## config.mk

```make
export PLATFORM = sky130hd
export DESIGN_NAME = alsu_cmd_sequencer
export DESIGN_NICKNAME = d
export VERILOG_FILES = /design/src/rtl/alsu_cmd_sequencer.sv
export SDC_FILE = /design/constraint.sdc
export NUM_CORES = 1
export LEC_CHECK = 0
export CORE_UTILIZATION = 35
export DETAILED_ROUTE_END_ITERATION = 12
export PLACE_DENSITY_LB_ADDON = 0.05
export REMOVE_ABC_BUFFERS = 1
export SYNTH_ARGS = -nofsm -noshare
export SYNTH_HDL_FRONTEND = slang
export SYNTH_SLANG_ARGS = --single-unit
```

## constraint.sdc

```tcl
create_clock -name CLK -period 5.9 [get_ports CLK]
set_clock_uncertainty 0.2 [all_clocks]
set_input_delay 1.77 -clock CLK [delete_from_list [all_inputs] [get_ports CLK]]
set_output_delay 1.77 -clock CLK [all_outputs]
set_load 0.01 [all_outputs]
```

## src/rtl/alsu_cmd_sequencer.sv

```systemverilog
// ALSU command sequencer: buffers packed commands in a small FIFO, issues one
// at a time to the ALSU pins, waits the ALSU pipeline latency, then captures
// out/leds into a held valid/ready response. Also keeps a saturating count
// of responses that flagged an invalid operation.
//
// state | meaning
// IDLE  | nothing in flight, waiting for a queued command
// WAIT  | command on the ALSU pins, counting down the pipeline latency
// HOLD  | response captured, held until the consumer takes it
module alsu_cmd_sequencer #(
  parameter int DEPTH   = 4,
  parameter int LATENCY = 3,
  parameter int CNT_W   = 8
) (
  input  logic                         CLK,
  input  logic                         RST,
  input  logic                         cmd_valid,
  output logic                         cmd_ready,
  input  logic [15:0]                  cmd_data,
  output logic [15:0]                  alsu_cmd,
  input  logic [5:0]                   alsu_out,
  input  logic [15:0]                  alsu_leds,
  output logic                         rsp_valid,
  input  logic                         rsp_ready,
  output logic [5:0]                   rsp_out,
  output logic                         rsp_invalid,
  output logic [$clog2(DEPTH+1)-1:0]   fifo_count,
  output logic                         busy,
  output logic [CNT_W-1:0]             inv_count
);

  localparam int PTR_W  = $clog2(DEPTH);
  localparam int FCNT_W = $clog2(DEPTH+1);
  localparam int WAIT_W = (LATENCY < 1) ? 1 : $clog2(LATENCY+1);
  localparam logic [WAIT_W-1:0] WAIT_LOAD = WAIT_W'(LATENCY);

  typedef enum logic [1:0] {IDLE, WAIT, HOLD} state_t;

  state_t            state, state_nxt;
  logic [15:0]       mem [DEPTH];
  logic [PTR_W-1:0]  wr_ptr, rd_ptr;
  logic [WAIT_W-1:0] wait_cnt;
  logic              push, pop, capture, fifo_empty, leds_any;

  assign fifo_empty = (fifo_count == '0);
  assign cmd_ready  = (fifo_count != FCNT_W'(DEPTH));
  assign push       = cmd_valid && cmd_ready;
  assign busy       = (state != IDLE);
  assign leds_any   = |alsu_leds;

  // State register.
  always_ff @(posedge CLK or posedge RST) begin
    if (RST) state <= IDLE;
    else     state <= state_nxt;
  end

  // Next state, pop and capture decisions; a pop only ever reads what was
  // already stored, so a push into an empty FIFO issues on the following edge.
  always_comb begin
    state_nxt = state;
    pop       = 1'b0;
    capture   = 1'b0;
    case (state)
      IDLE: begin
        if (!fifo_empty) begin
          pop       = 1'b1;
          state_nxt = WAIT;
        end
      end
      WAIT: begin
        if (wait_cnt == '0) begin
          capture   = 1'b1;
          state_nxt = HOLD;
        end
      end
      HOLD: begin
        if (rsp_ready) begin
          if (!fifo_empty) begin
            pop       = 1'b1;
            state_nxt = WAIT;
          end else begin
            state_nxt = IDLE;
          end
        end
      end
      default: state_nxt = IDLE;
    endcase
  end

  // FIFO storage; contents need no reset since pointers define validity.
  always_ff @(posedge CLK) begin
    if (push) mem[wr_ptr] <= cmd_data;
  end

  // FIFO pointers and occupancy.
  always_ff @(posedge CLK or posedge RST) begin
    if (RST) begin
      wr_ptr     <= '0;
      rd_ptr     <= '0;
      fifo_count <= '0;
    end else begin
      if (push) wr_ptr <= wr_ptr + PTR_W'(1);
      if (pop)  rd_ptr <= rd_ptr + PTR_W'(1);
      case ({push, pop})
        2'b10:   fifo_count <= fifo_count + FCNT_W'(1);
        2'b01:   fifo_count <= fifo_count - FCNT_W'(1);
        default: fifo_count <= fifo_count;
      endcase
    end
  end

  // Issue register, latency down-counter, response capture and invalid count.
  always_ff @(posedge CLK or posedge RST) begin
    if (RST) begin
      alsu_cmd    <= '0;
      wait_cnt    <= '0;
      rsp_valid   <= 1'b0;
      rsp_out     <= '0;
      rsp_invalid <= 1'b0;
      inv_count   <= '0;
    end else begin
      if (pop) begin
        alsu_cmd <= mem[rd_ptr];
        wait_cnt <= WAIT_LOAD;
      end else if (state == WAIT && wait_cnt != '0) begin
        wait_cnt <= wait_cnt - WAIT_W'(1);
      end
      if (capture) begin
        rsp_valid   <= 1'b1;
        rsp_out     <= alsu_out;
        rsp_invalid <= leds_any;
        if (leds_any && inv_count != '1) inv_count <= inv_count + CNT_W'(1);
      end else if (state == HOLD && rsp_ready) begin
        rsp_valid <= 1'b0;
      end
    end
  end

endmodule
```

==> impl_metrics.tcl, run 1 <==
# yosys + openroad results
set metrics [dict create \
    fin_ws_ns 1.96 \
    synth_top_area_share_pct 44.5 \
    cts_setup_buffers 0 \
    top_cells_by_count "64 x edfxtp_1, 43 x dfrtp_1, 17 x mux2_2, 11 x inv_1" \
    min_period_ns 3.94 \
    clock.latency.late_pin_ns 0.34 \
    wl_met2_um 3870 \
    cap_violations 0 \
    simple_gate_share_pct 5.15 \
    hold_buffers 0 \
    finalClockPeriodUsage_pct 66.7 \
    min-delay-path-class "flop to flop" \
    ys_ff 107 \
    rows 40 \
    place_hpwl_um 4730 \
    avgSynthCellArea_um2 18.4 \
    ys_cells 235 \
    place_inst 453 \
    gp_congestion 0.681 \
    drt-pass1-iter-count 4 \
    p_total_mw 2.82 \
    synth.logic.top_family "multiplexers" \
    placed_cell_area_um2 5240 \
    status "finished, final reports clean" \
    final_cell_mix "78 x clkdlybuf4s50_1, 64 x edfxtp_1, 43 x dfrtp_1" \
    io_pins 79 \
    ys_types 38 \
    start_kind "input pin" \
    hold_viol 0 \
    top_layer_used "met4" \
    viasPerCell 4.82 \
    path_class "input pin to flop" \
    chip_area_um2 12800 \
    finalSetupTns_ns 0 \
    top_cells_by_area "edfxtp_1 44%, dfrtp_1 25%, mux4_1 4.9%" \
    synthCells 235 \
    global_route.usage.met1_pct 15.5 \
    wl_met3_um 380 \
    drtIter0Drc 43 \
    track_usage_pct 13.0 \
    fill_cells 1040 \
    grt_util_met3_pct 3.54 \
    fin_area_um2 5570 \
    die_w_um 113 \
    synthArstFlopShare_pct 40.2 \
    required_ns 5.97 \
    cp_top_family "buffers and inverters" \
    setup_viol 0 \
    power_density_nw_per_um2 506 \
    rsz0062_at_grt "false" \
    path_cells "clkdlybuf4s50_1, inv_1, a211oi_4, buf_4, ha_1, inv_1, fa_1, xor2_1, nor2_1, xor2_1" \
    wl_met1_um 3260 \
    adder_share_pct 2.49 \
    yosysSeqAreaShare_pct 69.3 \
    clock_sinks 107 \
    htree_levels 3 \
    syn_area_um2 4320 \
    detail-route-antenna-nets 0 \
    critPathSlowestCell "clkdlybuf4s50_1" \
    yosys.area_share.aoi_pct 1.33 \
    nets 367 \
    cts_buffers 9 \
    path_buffers 4 \
]
[run 1: final timing paths]
check	startpoint	end	slack, ns	cells past startpoint
max reg2reg	fifo_count[2]$_DFFE_PP0P_	fifo_count[2]$_DFFE_PP0P_	3.47	9
min reg2reg	rsp_invalid$_DFFE_PP0P_	rsp_invalid$_DFFE_PP0P_	0.28	2
min	rsp_invalid$_DFFE_PP0P_	rsp_invalid$_DFFE_PP0P_	0.28	2
min in group asynchronous	RST	rsp_out[3]$_DFFE_PP0P_	1.77	2
max in group asynchronous	RST	alsu_cmd[7]$_DFFE_PP0P_	3.14	2
max	rsp_ready	fifo_count[2]$_DFFE_PP0P_	1.96	10
[run 1: worst reg2reg max path, cell delays in order, from the launching register on]
cell and delay [ns]:
dfrtp_1 0.41, nor3_1 0.10, a211oi_4 0.20, buf_4 0.36, ha_1 0.26, inv_1 0.06, fa_1 0.37, xor2_1 0.15
nor2_1 0.11, xor2_1 0.15
[run 1: sequential cells by signal (all words and copies together), names as in the netlist]
| register | flops |
|---|---|
| rsp_invalid | 1 |
| rd_ptr | 2 |
| inv_count | 8 |
| wr_ptr | 2 |
| rsp_valid | 1 |
| rsp_out | 6 |
| wait_cnt | 2 |
| mem | 64 |
| fifo_count | 3 |
| alsu_cmd | 16 |
| state | 2 |
[run 1: cell type report]
| cell class | count | area share (%) |
|---|---|---|
| Sequential cell | 107 | 53.8 |
| Multi-Input combinational cell | 109 | 22.0 |
| Clock inverter | 7 | 1.95 |
| Inverter | 11 | 0.741 |
| Timing Repair Buffer | 79 | 14.2 |
| Tap cell | 147 | 3.30 |
| Clock buffer | 9 | 4.04 |
[run 1: where the power goes]
group	total [mW]	switching, mW	internal, mW
clock	0.660	0.279	0.381
combinational	0.947	0.369	0.578
sequential	1.21	0.174	1.04
total	2.82	0.821	2.00
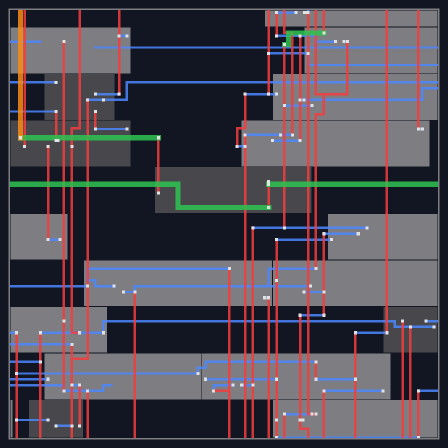
*Layout detail, run 1*
Region (44, 44) to (69, 69) µm. Cells in gray, sequential cells in the stronger gray; small squares are vias.
color	layer
blue	metal 1
red	metal 2
green	metal 3
orange	metal 4
netlist names of flops here include	mem (8), rd_ptr (2)
most frequent	edfxtp_1 (8), dfrtp_1 (3)
cells with their middle in the window	15
sequential cells in the window	11

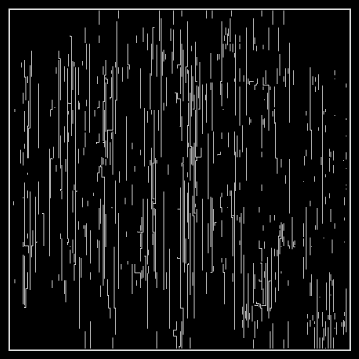
*M2 wires, run 1*
Scale: 3 px per µm.
wire length on this layer	3870 µm
nets with wire on the layer	328
WL final: 7620 µm
via count: 2262
met2 GRT Util: 22.5%

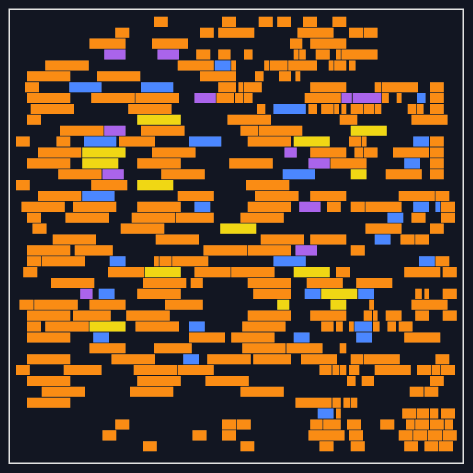
*Cells by drive strength, run 1*
Scale: 4 px per µm.
color	size	cells
blue	_2 cells	29
yellow	_6 and larger	14
purple	_3 and _4 cells	12
orange	_0 and _1 cells	267
synth-to-layout area growth: 28.8%
bufs w/o clock: 79

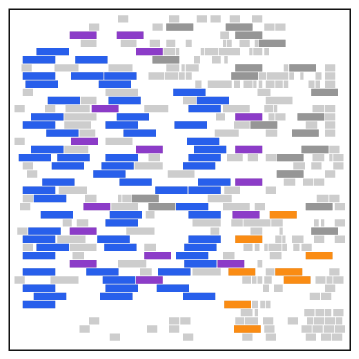
*Sequential cells colored by netlist name, run 1*
Scale: 3 px per µm. Other sequential cells in the stronger gray, the rest of the logic in the fainter gray.
color	name in the netlist	sequential cells
blue	mem	64
orange	inv_count	8
purple	alsu_cmd	16
Core Util, Final: 46.4%
Seq area share: 53.8%
Sequential Power: 1.21 mW

==> run 2: changes to the inputs <==
- clock period: 5.9 -> 3.4 ns (I/O delays scaled with it)
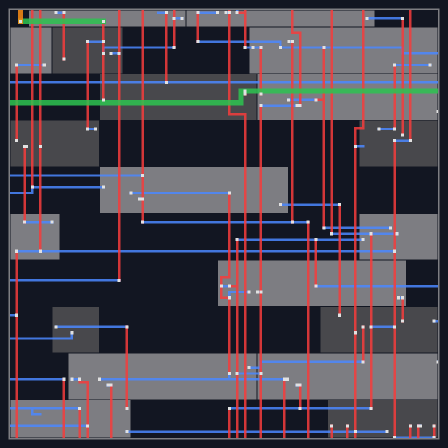
*Layout detail, run 2*
Region (44, 44) to (69, 69) µm. Cells in gray, sequential cells in the stronger gray; small squares are vias.
color	layer
green	metal 3
orange	metal 4
red	metal 2
blue	metal 1
netlist names of flops here include	mem (6), rd_ptr (1)
sequential cells in the window	7
most frequent	edfxtp_1 (6), mux4_2 (2), mux4_1 (2)
cells with their middle in the window	14

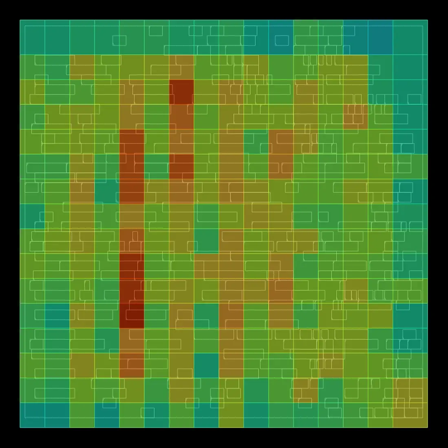
*Routing congestion map, run 2*
Core Util, Final: 46.5%
GRT met3 Usage: 4.18%
most used routing layer: met2

==> run 2 against run 1 <==
Register-to-register slack worse by 2.4 ns. Critical endpoint unchanged. Setup slack worse by 1.4 ns. Largest power group unchanged. Wire length is 4.9% higher.
==> impl_metrics.tcl, run 2 <==
# yosys + openroad results
set metrics [dict create \
    power_density_nw_per_um2 863 \
    syn_area_um2 4320 \
    io_pins 79 \
    reg2reg_depth 10 \
    cts_setup_buffers 0 \
    finalSetupTns_ns 0 \
    hold_viol 0 \
    path_class "input pin to flop" \
    min_to "rsp_invalid$_DFFE_PP0P_" \
    holdPathStages 2 \
    seqPwrFrac_pct 42.8 \
    htree_levels 3 \
    placed_cell_area_um2 5300 \
    place_inst 461 \
    rows 40 \
    rsz0062_at_grt "false" \
    dr_total_vias 2297 \
    gp_congestion 0.687 \
    net-switching-power_mw 1.41 \
    largestRegisters "mem (64), alsu_cmd (16), inv_count (8)" \
    ys_ff 107 \
    viasPerCell 4.82 \
    setup_viol 0 \
    grt_max_degree 22 \
    finalClockPeriodUsage_pct 82.6 \
    detail-route-antenna-nets 0 \
    synth_top_area_share_pct 44.5 \
    cap_violations 0 \
    drtIter0Drc 66 \
    min_period_ns 2.81 \
    track_usage_pct 13.8 \
    top_register "mem" \
    chip_area_um2 12800 \
    r2r_start "fifo_count[0]$_DFFE_PP0P_" \
    ys_cells 235 \
    drt-pass1-iter-count 4 \
    combPwrFrac_pct 35.8 \
    top_cells_by_count "64 x edfxtp_1, 43 x dfrtp_1, 17 x mux2_2, 11 x inv_1" \
    nets 375 \
    r2r-end "fifo_count[2]$_DFFE_PP0P_" \
    cts_buffers 9 \
    min-delay-path-class "flop to flop" \
    syn2layout_area_growth_pct 29.3 \
    p_total_mw 4.82 \
    status "finished, final reports clean" \
    fill_cells 1072 \
    synthArstFlopShare_pct 40.2 \
    final_cell_mix "78 x clkdlybuf4s50_1, 64 x edfxtp_1, 43 x dfrtp_1" \
    avgSynthCellArea_um2 18.4 \
    fin_ws_ns 0.590 \
    crit_path_start "rsp_ready" \
    hold_buffers 0 \
    ys_types 38 \
    clockPowerShare_pct 21.4 \
    die_w_um 113 \
    top_cells_by_area "edfxtp_1 44%, dfrtp_1 25%, mux4_1 4.9%" \
    largest_register_ffs 64 \
    critPathSlowestCell "clkdlybuf4s50_1" \
    place_hpwl_um 5100 \
]
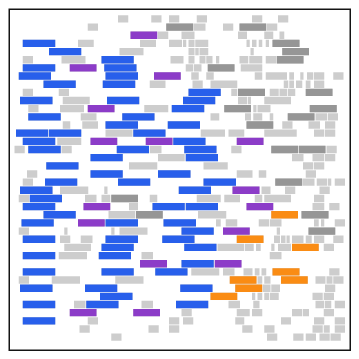
*Sequential cells colored by netlist name, run 2*
Scale: 3 px per µm. Other sequential cells in the stronger gray, the rest of the logic in the fainter gray.
Flop area: 3000 µm²
Seq area share: 53.6%
Sequential Power: 2.06 mW

[run 2: netlist changes by cell type in the layout (fill, tap and decap cells not counted), moves of 2 or more]
cell / previous run / this run
buf_4: 1 / 9
clkbuf_1: 0 / 2
clkinv_4: 2 / 0
inv_8: 2 / 0
[run 2: power groups by stage]
stage | Clock [mW] | Sequential [mW] | Combinational (mW)
floorplan | 0 | 2.15 | 0.923
global placement | 0 | 2.09 | 1.74
detailed placement | 0 | 2.11 | 1.76
CTS | 1.07 | 2.08 | 1.76
global route | 1.12 | 2.13 | 1.89
finish | 1.03 | 2.06 | 1.72
[run 2: area by class of cell]
| type | instances | area share (%) |
|---|---|---|
| flip-flops and latches | 107 | 53.6 |
| multi-input cells | 109 | 21.9 |
| repair buffers | 87 | 15.2 |
| clock buffers | 11 | 4.16 |
| well taps | 147 | 3.29 |
| clock inverters | 5 | 1.07 |
| inverters | 11 | 0.739 |
[run 2: metal layers]
layer	vias to the layer above	global-route usage, %	share of wire [%]
met4	0	5.79	1.7
met5	-	0	0
met1	1152	16.2	43
met2	59	23.6	50
li1	1074	-	-
met3	12	4.18	5.1
[run 2: cells by family after synthesis]
family	after synthesis	synth area share (%)
AOI/OAI and AO/OA	8	1.33
xor gates and xnor gates	12	2.43
adders and majority gates	8	2.49
buffers and inverters	19	2.52
DFF	107	69.3
muxes	43	16.7
and+or+nand+nor	38	5.15
[run 2: worst max-delay path by stage]
stage | cells after the start | to | slack [ns]
after floorplan | 8 | fifo_count[2]$_DFFE_PP0P_ | -0.23
after global placement | 9 | fifo_count[2]$_DFFE_PP0P_ | 0.24
after detailed placement | 9 | fifo_count[2]$_DFFE_PP0P_ | 0.25
after CTS | 3 | cmd_ready | 0.56
after global routing | 3 | cmd_ready | 0.46
final | 9 | fifo_count[2]$_DFFE_PP0P_ | 0.59
Power figures rest on the tool's default switching activity, not on a simulated workload.
